### src/rtl/branch_predictor.sv
// branch_predictor
//   IF-stage dynamic branch predictor: a direct-mapped BTB with 2-bit
//   saturating counters. It looks up if_pc combinationally and resolves the
//   branch in EX combinationally. The tables update on the clock edge at
//   which EX holds a branch.
//
// Ports
//   clk, reset            clock; asynchronous active-high reset
//   if_pc                 fetch PC to predict
//   pred_taken            predicted taken for if_pc
//   pred_target           predicted target (0 when not taken)
//   ex_branch             EX holds a valid conditional branch
//   ex_pc, ex_taken,
//   ex_target             resolved branch PC, outcome and target
//   ex_pred_taken,
//   ex_pred_target        prediction carried down the pipe for that branch
//   mispredict            flush IF/ID and ID/EX
//   redirect_pc           correct next PC (0 unless mispredict)
//   stat_branches,
//   stat_mispred          only when BP_STATS_EN is defined: wrapping
//                         counters of resolved branches and mispredicts
//
// Configuration macro: BP_STATS_EN (adds the statistics counters/ports).
module branch_predictor #(
  parameter int ENTRIES = 16,
  parameter int IDX_W   = 4
) (
  input  logic        clk,
  input  logic        reset,
  input  logic [31:0] if_pc,
  output logic        pred_taken,
  output logic [31:0] pred_target,
  input  logic        ex_branch,
  input  logic [31:0] ex_pc,
  input  logic        ex_taken,
  input  logic [31:0] ex_target,
  input  logic        ex_pred_taken,
  input  logic [31:0] ex_pred_target,
  output logic        mispredict,
  output logic [31:0] redirect_pc
`ifdef BP_STATS_EN
  ,
  output logic [31:0] stat_branches,
  output logic [31:0] stat_mispred
`endif
);

  localparam int TAG_W = 32 - IDX_W - 2;

  logic [ENTRIES-1:0]            valid_q, valid_d;
  logic [ENTRIES-1:0][TAG_W-1:0] tag_q, tag_d;
  logic [ENTRIES-1:0][31:0]      target_q, target_d;
  logic [ENTRIES-1:0][1:0]       ctr_q, ctr_d;

  logic [IDX_W-1:0] if_idx, ex_idx;
  logic [TAG_W-1:0] if_tag, ex_tag;
  logic             if_hit, ex_hit;

  // Instruction-alignment bits play no part in indexing or tagging.
  logic unused_pc_lsbs;
  assign unused_pc_lsbs = ^{if_pc[1:0], ex_pc[1:0]};

  assign if_idx = if_pc[IDX_W+1:2];
  assign if_tag = if_pc[31:IDX_W+2];
  assign ex_idx = ex_pc[IDX_W+1:2];
  assign ex_tag = ex_pc[31:IDX_W+2];

  // Lookup reads the registered tables, so a same-cycle update to the same
  // entry becomes visible only on the following cycle.
  always_comb begin
    if_hit      = valid_q[if_idx] && (tag_q[if_idx] == if_tag);
    pred_taken  = if_hit && ctr_q[if_idx][1];
    pred_target = pred_taken ? target_q[if_idx] : 32'h0;
  end

  always_comb begin
    mispredict  = ex_branch && ((ex_taken != ex_pred_taken) ||
                                (ex_taken && (ex_target != ex_pred_target)));
    redirect_pc = 32'h0;
    if (mispredict) redirect_pc = ex_taken ? ex_target : ex_pc + 32'd4;
  end

  always_comb begin
    valid_d  = valid_q;
    tag_d    = tag_q;
    target_d = target_q;
    ctr_d    = ctr_q;
    ex_hit   = valid_q[ex_idx] && (tag_q[ex_idx] == ex_tag);
    if (ex_branch) begin
      if (ex_hit) begin
        if (ex_taken) begin
          if (ctr_q[ex_idx] != 2'b11) ctr_d[ex_idx] = ctr_q[ex_idx] + 2'd1;
          target_d[ex_idx] = ex_target;
        end else if (ctr_q[ex_idx] != 2'b00) begin
          ctr_d[ex_idx] = ctr_q[ex_idx] - 2'd1;
        end
      end else if (ex_taken) begin
        // Allocate (or evict an aliasing entry) as weakly taken. A not-taken
        // miss is left alone so it does not evict useful entries.
        valid_d[ex_idx]  = 1'b1;
        tag_d[ex_idx]    = ex_tag;
        target_d[ex_idx] = ex_target;
        ctr_d[ex_idx]    = 2'b10;
      end
    end
  end

  always_ff @(posedge clk or posedge reset) begin
    if (reset) begin
      valid_q  <= '0;
      tag_q    <= '0;
      target_q <= '0;
      ctr_q    <= {ENTRIES{2'b01}};
    end else begin
      valid_q  <= valid_d;
      tag_q    <= tag_d;
      target_q <= target_d;
      ctr_q    <= ctr_d;
    end
  end

`ifdef BP_STATS_EN
  logic [31:0] stat_branches_q, stat_branches_d;
  logic [31:0] stat_mispred_q, stat_mispred_d;

  always_comb begin
    stat_branches_d = stat_branches_q + {31'd0, ex_branch};
    stat_mispred_d  = stat_mispred_q + {31'd0, mispredict};
  end

  always_ff @(posedge clk or posedge reset) begin
    if (reset) begin
      stat_branches_q <= '0;
      stat_mispred_q  <= '0;
    end else begin
      stat_branches_q <= stat_branches_d;
      stat_mispred_q  <= stat_mispred_d;
    end
  end

  assign stat_branches = stat_branches_q;
  assign stat_mispred  = stat_mispred_q;
`endif

endmodule

### config.mk
export PLATFORM = sky130hd
export DESIGN_NAME = branch_predictor
export DESIGN_NICKNAME = d
export VERILOG_FILES = /design/src/rtl/branch_predictor.sv
export SDC_FILE = /design/constraint.sdc
export NUM_CORES = 2
export LEC_CHECK = 0
export CAP_MARGIN = 5
export CELL_PAD_IN_SITES_DETAIL_PLACEMENT = 1
export CELL_PAD_IN_SITES_GLOBAL_PLACEMENT = 1
export CORE_MARGIN = 2
export CORE_UTILIZATION = 48
export CTS_CLUSTER_DIAMETER = 200
export CTS_CLUSTER_SIZE = 16
export DETAILED_ROUTE_END_ITERATION = 6
export GPL_TIMING_DRIVEN = 0
export PLACE_DENSITY_LB_ADDON = 0.1
export SLEW_MARGIN = 20
export SYNTH_ARGS = -nofsm -noshare
export SYNTH_HDL_FRONTEND = slang
export SYNTH_SLANG_ARGS = --single-unit
### constraint.sdc
create_clock -name clk -period 39.6 [get_ports clk]
set_clock_uncertainty 0.1 [all_clocks]
set_input_delay 7.92 -clock clk [delete_from_list [all_inputs] [get_ports clk]]
set_output_delay 7.92 -clock clk [all_outputs]
set_load 0.03 [all_outputs]
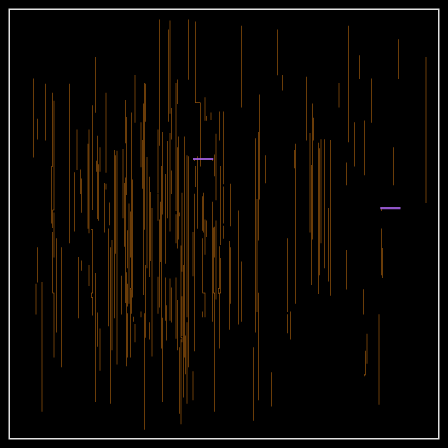
(images/wires.png)
Only two layers are drawn.
Key: metal 5 = purple [wire length 27.6 µm]; metal 4 = orange [wire length 10600 µm]
Global Route Usage Sum: 0.331
vias: 31900
WL/cell: 35.3 µm

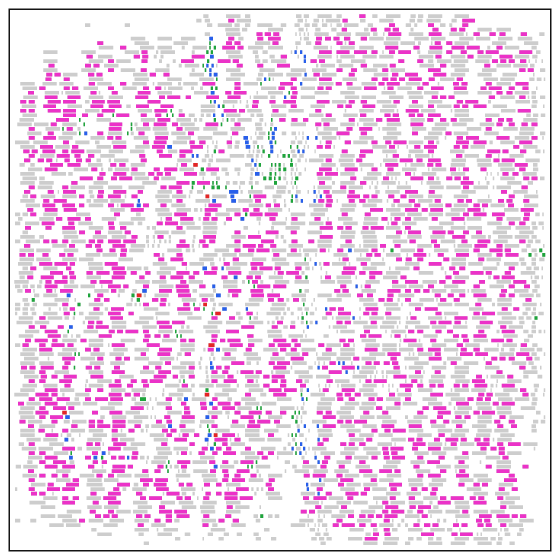
(images/logic_types.png)
Key: non-inverting ao/oa cells = red [cells 9]; aoi and oai cells = blue [cells 107]; nand cells = green [cells 133]; mux cells = magenta [cells 1411, where widely spread]
most used logic cell in the final layout: dfrtp_1
Comb area share: 0.431
fin cells: 4949

==> flow_metrics.py <==
# Auto-generated metrics
metrics = {
    "pwr": {
        "combPwrFrac": 0.227,
        "vdd_drop_max_v": 0.0000315,
        "p_int_mw": 1.85,
        "seq_cell_power_mw": 1.32,
        "top_power_group": "registers",
        "clkPwrFrac": 0.265,
        "p_switching_mw": 0.747,
        "p_seq_frac": 0.508,
        "total_power_mw": 2.60,
        "leakage_nw": 23.5,
        "powerClk_mw": 0.689,
        "p_sw_frac": 0.288,
        "pg_comb_mw": 0.589,
        "cellPowerDensity_nw_per_um2": 47.0,
    },
    "grt": {
        "grt_pass1_vias": 35000,
        "grt.busiest_layer": "met2",
        "antenna_found_initial": 7,
        "grt-ovfl-total": 0,
        "grt_pass1_wl_mm": 253,
        "grt.met1_usage": 0.426,
        "grt_use_met2": 0.536,
        "met3_usage": 0.0631,
        "grt_start_max_net_pins": 112,
    },
    "critical_path": {
        "cp-end-kind": "primary output",
        "rr_worst_depth": 10,
        "crit_path_frequent_cell": "buf_2",
        "path_buffers": 9,
        "slowest_delay_ns": 0.77,
        "crit_end": "redirect_pc[29]",
        "arrival_ns": 14.35,
        "cp_slowest_cell": "clkdlybuf4s50_1",
        "r2r_setup_slack_ns": 34.40,
        "rr_endpoint": "ctr_q[27]",
        "cp-startpoint": "ex_pc[2]",
        "startpoint_type": "primary input",
        "critical_path.top_delay_family": "buffers and inverters",
        "worstPathRequired_ns": 31.58,
        "cp_max_fo": 11,
        "path_class": "in2out",
        "path_cells": "clkdlybuf4s50_1 > buf_4 > buf_2 > inv_1 > buf_2 > buf_2 > or4_1 > clkbuf_1 > or3_1 > clkbuf_1 > nor3_1 > nand3_1 > xor2_1 > nor2_1 > a21oi_1 > nor2_1 > clkdlybuf4s50_1",
        "r2r_start": "tag_q[177]",
        "crit_cells": 17,
    },
    "route": {
        "ant_nets": 0,
        "wl_met3_mm": 11.1,
        "drt_iter0_drc": 2682,
        "top_layer": "met5",
        "drc_errors": 0,
        "vias_per_cell": 6.45,
        "finalWirelength_mm": 175,
        "dr.pass1.iters": 7,
        "met1_length_mm": 68.8,
        "wl_met2_mm": 84.0,
    },
    "logic_synthesis": {
        "synthCells": 3311,
        "edf_count": 0,
        "syn_area_per_cell_um2": 15.0,
        "ys_seq_frac": 0.491,
        "synth.most_common_cell": "dfrtp_1",
        "yosysWarningCount": 0,
        "ys_seq_elements": 976,
        "syn_nets": 3450,
        "ff_type": "dfrtp_1",
        "async_reset_ff_frac": 1.00,
        "top_cells_by_count": "dfrtp_1, mux2_2, mux4_2, clkbuf_1, nand2_1",
        "synth_top_area_share": 0.483,
        "ys_chip_area_um2": 49800,
        "netlist_area_um2": 49800,
        "synth.distinct_cells": 53,
        "area_leaders": "dfrtp_1, mux2_2, mux4_2",
        "top_area_cell": "dfrtp_1",
        "yosys_cells": 3311,
    },
    "cells_and_area": {
        "utilization": 0.536,
        "dominant_cells": "registers",
        "nonClkBufAreaFrac": 0.0604,
        "multiInputCombCellCount": 1987,
        "regMostFlops": "target_q",
        "final_nets": 3690,
        "largest_reg_flops": 512,
        "flops": 976,
        "syn_to_final_growth_pct": 11.1,
        "sh_seq_area": 0.442,
        "nNonClkBuffers": 505,
        "num_antenna_cells": 2,
        "clk_share": 0.0342,
        "fillers": 9742,
        "nNonClkInverters": 11,
        "reg_top3": "target_q x512, tag_q x416, ctr_q x32",
        "logic_area_um2": 23900,
        "ff_latch_area_um2": 24400,
        "stdcell_area_um2": 55300,
        "nClkBuffers": 84,
        "drive_above_1_share": 0.430,
    },
    "timing": {
        "drv_slew": 0,
        "fmax_mhz": 44.7,
        "maxSlewHeadroom": 0.170,
        "tightest_slew_ns": 1.24,
        "finalSetupViolations": 0,
        "post-route-period-util": 0.565,
        "finalHoldViolations": 0,
        "finalSetupTns_ns": 0,
        "rsz0062_at_grt": "false",
        "period_needed_ns": 22.37,
    },
    "placed_design": {
        "place_area_um2": 53400,
        "io_buffer_count": 157,
        "dp_hpwl_mm": 123,
        "globalplace.congestion": 0.929,
    },
    "outcome": {
        "run_status": "complete, no violations",
    },
    "cts": {
        "post_cts_buffers": 0,
        "cts_htree_levels": 3,
        "path_clk_slew_ns": 0.07,
        "cts_buffers": 70,
        "hold_buffers": 0,
        "clock_path_buffers": 3,
        "clock_latency_ns": 0.68,
        "cts_root_buf": "clkbuf_16",
        "cts_tree": "yes",
        "ctsResizeCount": 0,
        "cts_sinks": 976,
    },
    "die": {
        "tapCellCount": 1380,
        "die_y_um": 326,
        "floorplan.core_util": 0.482,
        "die_area_um2": 106000,
        "core_um2": 103000,
        "die_x_um": 326,
        "ioPinCount": 199,
        "num_rows": 118,
    },
    "worst_hold_path": {
        "hold-path-endpoint": "ctr_q[16]",
        "holdCritStartpoint": "ctr_q[16]",
        "hp-class": "reg2reg",
        "whs_path_depth": 2,
    },
    "flow_run": {
        "warnings": 47,
        "cap_viol_max_count": 0,
    },
}
==> kinds of logic (layout without fill, tap and decap cells) <==
| kind of cell | Yosys count | count (layout) | share of synthesized area |
|---|---|---|---|
| AND-OR/OR-AND | 116 | 116 | 0.0149 |
| flip-flops | 976 | 976 | 0.491 |
| other | 0 | 2 | 0 |
| buffers and inverters | 348 | 604 | 0.0301 |
| multiplexers | 1411 | 1411 | 0.407 |
| XOR/XNOR | 117 | 117 | 0.0206 |
| AND/OR/NAND/NOR | 337 | 337 | 0.0351 |
| adder cells (fa/ha/maj) | 6 | 6 | 0.00151 |
==> placed cells by master, fill, tap and decap left out, types with 14 or more instances in the layout <==
cell type        synthesis  routed
clkbuf_16                0      72
nor2_1                  73      73
clkdlybuf4s50_1          0     157
dfrtp_1                960     960
mux4_2                 394     394
mux2_2                 893     893
xor2_1                  68      68
buf_4                   16      17
nand2_1                 83      83
buf_1                   57      43
mux2i_1                 58      58
o21ai_0                 20      20
clkbuf_1               208     211
nor2b_1                 38      38
a21oi_1                 41      41
nand3_1                 27      27
buf_2                   46      58
nand4_1                 14      14
a22oi_1                 17      17
dfstp_2                 16      16
mux2_1                  66      66
xnor2_1                 49      49
or2_2                   19      19
==> worst reg2reg max path, stage by stage, from the launching register on <==
cell and delay (ns):
dfrtp_1 0.40, mux4_2 0.48, nor2b_1 0.16, a211oi_1 0.38
nor3_1 0.11, nor4b_1 0.92, nand4bb_1 0.70, nor4b_1 0.85
nand2_1 0.32, clkbuf_1 0.29, mux2_1 0.35
==> per-stage QoR <==
step                worst slack (ns)  hold slack (ns)  instances
finish                         17.23            0.386       4949
global route                   17.22            0.400       4947
CTS                            17.37            0.384       4947
detailed placement             17.37            0.373       4859
global placement               -5.10            0.373       4848
floorplan                       4.15            0.351       3311
No activity file was given, so power comes from the tool's default toggle rates.
